**Port wiring**

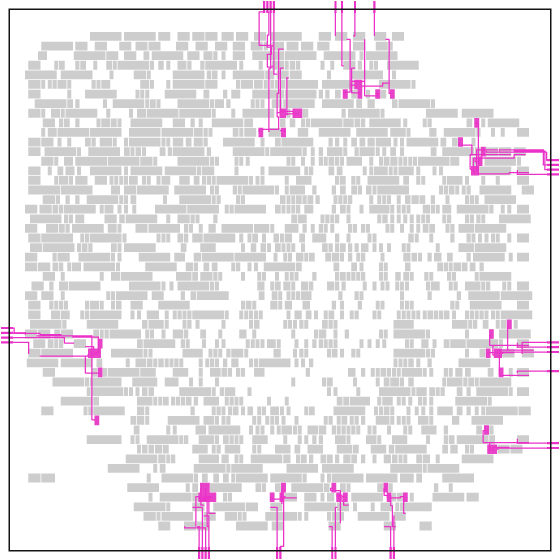
**Clock wires, drivers and flops**

The bar under the picture is 50 um long.
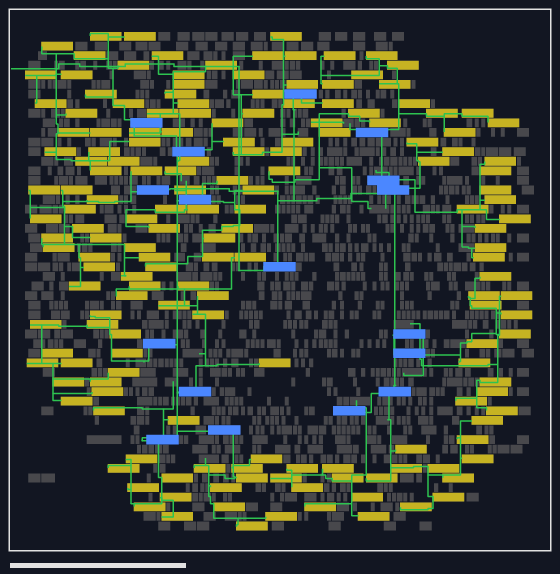
**Gate-type map**

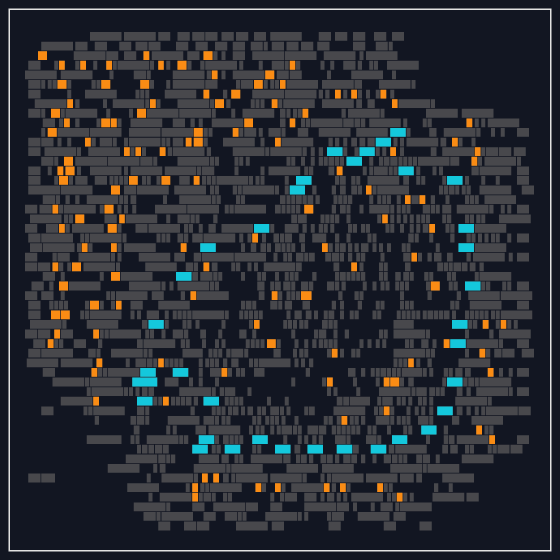
File: src/rtl/divu.sv
// divu: multi-cycle unsigned WIDTH/WIDTH divider, radix-2 restoring, one
// quotient bit per clock. Produces quotient (LO) and remainder (HI) with a
// fixed WIDTH-cycle stall, including the divide-by-zero case.
module divu #(
    parameter int WIDTH = 32
) (
    input  logic             clk,
    input  logic             reset,
    input  logic             start,
    input  logic [WIDTH-1:0] dividend,
    input  logic [WIDTH-1:0] divisor,
    output logic             busy,
    output logic             done,
    output logic [WIDTH-1:0] quotient,
    output logic [WIDTH-1:0] remainder,
    output logic             div_by_zero
);

    // Counter wide enough to index WIDTH iterations (at least one bit).
    localparam int CW = (WIDTH > 1) ? $clog2(WIDTH) : 1;
    localparam logic [CW-1:0] LAST_C = CW'(WIDTH - 1);
    localparam logic [CW-1:0] ONE_C  = CW'(1);

    typedef enum logic [0:0] {
        S_IDLE = 1'b0,
        S_RUN  = 1'b1
    } state_e;

    state_e           state_q, state_d;
    logic [CW-1:0]    count_q, count_d;
    logic [WIDTH-1:0] rem_q, rem_d;        // partial remainder
    logic [WIDTH-1:0] quo_q, quo_d;        // dividend bits shifting out, quotient bits shifting in
    logic [WIDTH-1:0] dsr_q, dsr_d;        // captured divisor
    logic             busy_q, busy_d;
    logic             done_q, done_d;
    logic [WIDTH-1:0] quotient_q, quotient_d;
    logic [WIDTH-1:0] remainder_q, remainder_d;
    logic             dbz_q, dbz_d;

    // Datapath for one restoring step.
    logic [WIDTH:0]   shifted_s;           // {rem, next dividend bit}, can reach WIDTH+1 bits
    logic [WIDTH:0]   trial_s;
    logic             borrow_s;
    logic [WIDTH-1:0] rem_next_s;
    logic [WIDTH-1:0] quo_next_s;
    logic             last_step_s;
    logic             accept_s;

    // One restoring iteration: shift in the next dividend bit, trial-subtract the divisor.
    always_comb begin
        shifted_s             = {rem_q, quo_q[WIDTH-1]};
        {borrow_s, trial_s}   = {1'b0, shifted_s} - {2'b00, dsr_q};
        if (borrow_s) begin
            rem_next_s = shifted_s[WIDTH-1:0];
        end else begin
            rem_next_s = trial_s[WIDTH-1:0];
        end
        quo_next_s = {quo_q[WIDTH-2:0], ~borrow_s};
    end

    // Start is taken when idle, or on the final iteration edge for back-to-back issue.
    always_comb begin
        last_step_s = (state_q == S_RUN) && (count_q == LAST_C);
        if (state_q == S_IDLE) begin
            accept_s = start;
        end else begin
            accept_s = start && last_step_s;
        end
    end

    // Next-state and register updates for the IDLE/RUN controller.
    always_comb begin
        state_d     = state_q;
        count_d     = count_q;
        rem_d       = rem_q;
        quo_d       = quo_q;
        dsr_d       = dsr_q;
        busy_d      = busy_q;
        done_d      = 1'b0;
        quotient_d  = quotient_q;
        remainder_d = remainder_q;
        dbz_d       = dbz_q;

        case (state_q)
            S_IDLE: begin
                busy_d = 1'b0;
            end
            S_RUN: begin
                rem_d = rem_next_s;
                quo_d = quo_next_s;
                if (last_step_s) begin
                    done_d      = 1'b1;
                    quotient_d  = quo_next_s;
                    remainder_d = rem_next_s;
                    busy_d      = 1'b0;
                    state_d     = S_IDLE;
                end else begin
                    count_d = count_q + ONE_C;
                end
            end
            default: begin
                state_d = S_IDLE;
                busy_d  = 1'b0;
            end
        endcase

        // A newly accepted operation overrides the completion bookkeeping above,
        // but leaves the just-produced results and done pulse in place.
        if (accept_s) begin
            state_d = S_RUN;
            count_d = {CW{1'b0}};
            rem_d   = {WIDTH{1'b0}};
            quo_d   = dividend;
            dsr_d   = divisor;
            busy_d  = 1'b1;
            dbz_d   = (divisor == {WIDTH{1'b0}});
        end else begin
            dsr_d = dsr_q;
        end
    end

    // State and datapath registers with asynchronous reset; aborts any run in flight.
    always_ff @(posedge clk or posedge reset) begin
        if (reset) begin
            state_q     <= S_IDLE;
            count_q     <= {CW{1'b0}};
            rem_q       <= {WIDTH{1'b0}};
            quo_q       <= {WIDTH{1'b0}};
            dsr_q       <= {WIDTH{1'b0}};
            busy_q      <= 1'b0;
            done_q      <= 1'b0;
            quotient_q  <= {WIDTH{1'b0}};
            remainder_q <= {WIDTH{1'b0}};
            dbz_q       <= 1'b0;
        end else begin
            state_q     <= state_d;
            count_q     <= count_d;
            rem_q       <= rem_d;
            quo_q       <= quo_d;
            dsr_q       <= dsr_d;
            busy_q      <= busy_d;
            done_q      <= done_d;
            quotient_q  <= quotient_d;
            remainder_q <= remainder_d;
            dbz_q       <= dbz_d;
        end
    end

    assign busy        = busy_q;
    assign done        = done_q;
    assign quotient    = quotient_q;
    assign remainder   = remainder_q;
    assign div_by_zero = dbz_q;

endmodule
File: config.mk
export PLATFORM = sky130hd
export DESIGN_NAME = divu
export DESIGN_NICKNAME = d
export VERILOG_FILES = /design/src/rtl/divu.sv
export SDC_FILE = /design/constraint.sdc
export NUM_CORES = 1
export LEC_CHECK = 0
export ABC_AREA = 1
export CAP_MARGIN = 20
export CORE_MARGIN = 4
export CORE_UTILIZATION = 45
export CTS_CLUSTER_DIAMETER = 120
export CTS_CLUSTER_SIZE = 28
export DETAILED_ROUTE_END_ITERATION = 10
export GPL_TIMING_DRIVEN = 0
export HOLD_SLACK_MARGIN = 0.02
export PLACE_DENSITY = 0.73
export SLEW_MARGIN = 20
export SYNTH_ARGS = -nofsm -noshare
export SYNTH_HDL_FRONTEND = slang
export SYNTH_SLANG_ARGS = --single-unit
File: constraint.sdc
create_clock -name clk -period 17.75 [get_ports clk]
set_input_delay 3.55 -clock clk [delete_from_list [all_inputs] [get_ports clk]]
set_output_delay 3.55 -clock clk [all_outputs]
set_load 0.01 [all_outputs]
==> results.toml <==
# yosys + openroad results
[power]
p_sw_uw = 1210
seq_power_share = 0.262
swShare = 0.477
irDropWorstVdd_mv = 0.0890
internal-power_uw = 1320
pwr-share-comb = 0.588
powerDensity_nw_per_um2 = 215
cellLeakagePower_uw = 0.00602

[setup_path]
cp.required_ps = 18050
cp_max_fo = 10
path_cells = "clkdlybuf4s50_1, inv_1, nor2_1, clkbuf_1, clkbuf_1, o21ai_0"
end_kind = "register"
slowest_stage = "clkbuf_1"
worst_setup_path_start_kind = "input pin"
max_stage_delay_ps = 550
path_common_cell = "clkbuf_1"
worstSetupPathType = "in -> reg"
crit_arrival_ps = 5830

[detailed_routing]
ant_nets = 0
drtIter0Drc = 523
route.detailed.drc = 0
wirelength_met1_um = 12300
via_count = 8790
routed_wirelength_um = 27000
avgRoutedWirePerCell_um = 15.4
vias_per_cell = 5.01
route.met2.wl_um = 12500
top_layer = "met4"
first_pass_iters = 5
wl_met3_um = 1600

[final_timing]
finalSetupViolCount = 0
worst_slew_pin_slew_ps = 869
fin_crit_ps = 5530
tns_ps = 0
hold_viol = 0
clock-skew-final_ps = 12.7
drv_slew = 0
timing.hold.ws_ps = 481
rsz0062_at_grt = "no"
relSlewSlack = 0.415
min_period_over_period = 0.311
fmax_ghz = 0.181

[global_route]
grt_pass1_wl_um = 44400
grt_max_degree = 91
grt_usage = 0.234
antenna_found_initial = 0
grt_overflow_total = 0
grt_pass1_vias = 8843

[yosys]
syn_area_per_cell_um2 = 7.18
synth_nets = 1420
ys_cells = 1318
numSynthFlops = 169
syn_inst = 1318
syn_area_um2 = 9460
synth_cell_types = 33
top_cells_by_area = "dfrtp_1 45%, nand2_1 22%, inv_1 7.5%"
yosys.area.top_type_share = 0.447
yosys.stat.seqShare = 0.447
ys_area_um2 = 9460
ys_warn_count = 0
synth_top_cell_by_area = "dfrtp_1"

[final_layout]
final_cell_mix = "552 x nand2_1, 187 x inv_1, 169 x dfrtp_1"
layout-drive-gt1-share = 0.0364
nets = 1573
area_growth_pct = 24.4
final_cell_area_um2 = 11800
antenna_cells = 0

[cts]
clock_path_buffers = 2
cts.repair.resized = 0
tritoncts = "yes"
post_cts_buffers = 0
clkTransAtPathRegs_ps = 70
root_buffer = "clkbuf_16"
clock_sinks = 169
cts-buffers-inserted = 17
cts_hold_buffers = 0
clock_latency_ps = 450
htree_levels = 4

[place]
gp_congestion = 0.937
dpl.hpwl_um = 20500
place_area_um2 = 11200

[die]
chipArea_um2 = 23400
die_h_um = 153
dieWidth_um = 153
core_util_floorplan = 0.463
core_area_um2 = 20400
rows = 52

[min_path]
min-delay-path-class = "reg -> reg"

[status]
status = "finished, final reports clean"

[run]
drv_cap = 0
warnings = 26
-- 'port wiring' (at the start) --
colour	port	bits	direction	end cells	buffers	wire
magenta	`divisor`	32	input	42	32	913 um
IO Count: 134
Port Buf Inserts: 133

-- 'clock wires, drivers and flops' (at the start) --
[green] clock wires | length: 2,270 um
[blue] cells driving clock nets | count: 17
[yellow] flip-flops | count: 169
routed clock nets	18
Clk. pwr: 379 uW
Clk pwr share: 0.150

-- 'gate-type map' (at the start) --
colour	family	cells
cyan	adder and majority cells	35
orange	inverting AOI/OAI gates	125
combinational share of cell area: 0.368
Cell Count, Final, Fillers Out: 1,754
Top cell excl fill/tap: nand2_1

## final timing paths
| check | start | to | slack, ps | cells past startpoint |
|---|---|---|---|---|
| setup / recovery | start | dsr_q[31] | 12220 | 6 |
| hold / removal | remainder[21] | remainder[21] | 480 | 2 |
| setup reg to reg | count_q[0] | dsr_q[31] | 14870 | 8 |
| hold reg to reg | remainder[21] | remainder[21] | 480 | 2 |
| max in group asynchronous | reset | rem_q[21] | 13340 | 3 |
| min in group asynchronous | reset | remainder[1] | 3610 | 2 |
## sequential cells by signal (all words and copies together), names as in the netlist
signal	flops
dsr_q	32
quo_q	32
quotient	32
rem_q	32
remainder	32
count_q	5
busy	1
div_by_zero	1
done	1
state_q	1
## layer usage
metal / up-vias / track usage
met2: 246 / 0.387
met1: 4101 / 0.314
met5: - / 0
met3: 40 / 0.0452
li1: 4403 / -
met4: 0 / 0.0747
## critical path, delay by kind of cell
family,cells,cell delay [ps]
simple gates,1,500
buf+inv,4,1600
compound gates,1,160
## through the flow
step	cells	utilization	total power (uW)	setup slack, ps
4_1_cts	1754	0.576	2530	12230
3_3_place_gp	1721	0.545	2110	7240
3_5_place_dp	1722	0.547	2140	11770
5_1_grt	1754	0.576	2770	12080
2_1_floorplan	1318	-	1690	9620
6_report	1754	0.576	2530	12220
## cell usage after synthesis
master	instances
nand2_1	552
inv_1	188
dfrtp_1	169
nand3_1	83
o21ai_0	66
nor2_1	46
ha_1	34
clkbuf_1	32
o211ai_1	32
a21oi_1	22
or2_1	17
nand4_1	10
xnor2_1	9
and2_1	8
nor3_1	7
nor4_1	5
inv_2	4
nor2_2	4
xor2_1	4
buf_1	3
nand2_2	3
o21bai_1	3
a22o_1	2
and3_1	2
buf_2	2
buf_4	2
buf_6	2
nand3b_1	2
a21oi_2	1
fa_1	1
nand2_4	1
nand3_2	1
o31ai_1	1
## layout make-up
type                            count  area [um2]
Buffer                             41         179
Clock buffer                       17         425
Clock inverter                     15         180
Fill cell                        1961        8660
Inverter                          192         728
Multi-Input combinational cell    916        4330
Sequential cell                   169        4230
Tap cell                          270         338
Timing Repair Buffer              134        1360
## logic make-up (layout without fill, tap and decap cells)
family                     after synthesis  after routing  synth area share
DFF                                    169            169             0.447
xor gates and xnor gates                13             13            0.0120
adders and majority gates               35             35            0.0471
buffers and inverters                  233            399            0.0951
and+or+nand+nor                        741            741             0.321
AOI/OAI and AO/OA                      127            127            0.0779
## power by group through the flow
stage / Clock [uW] / Sequential (uW) / Combinational [uW]
detailed placement: 0 / 665 / 1480
global route: 398 / 683 / 1690
finish: 379 / 662 / 1490
global placement: 0 / 663 / 1450
CTS: 383 / 661 / 1490
floorplan: 0 / 672 / 1020
Power is estimated from default activity; no workload was simulated.
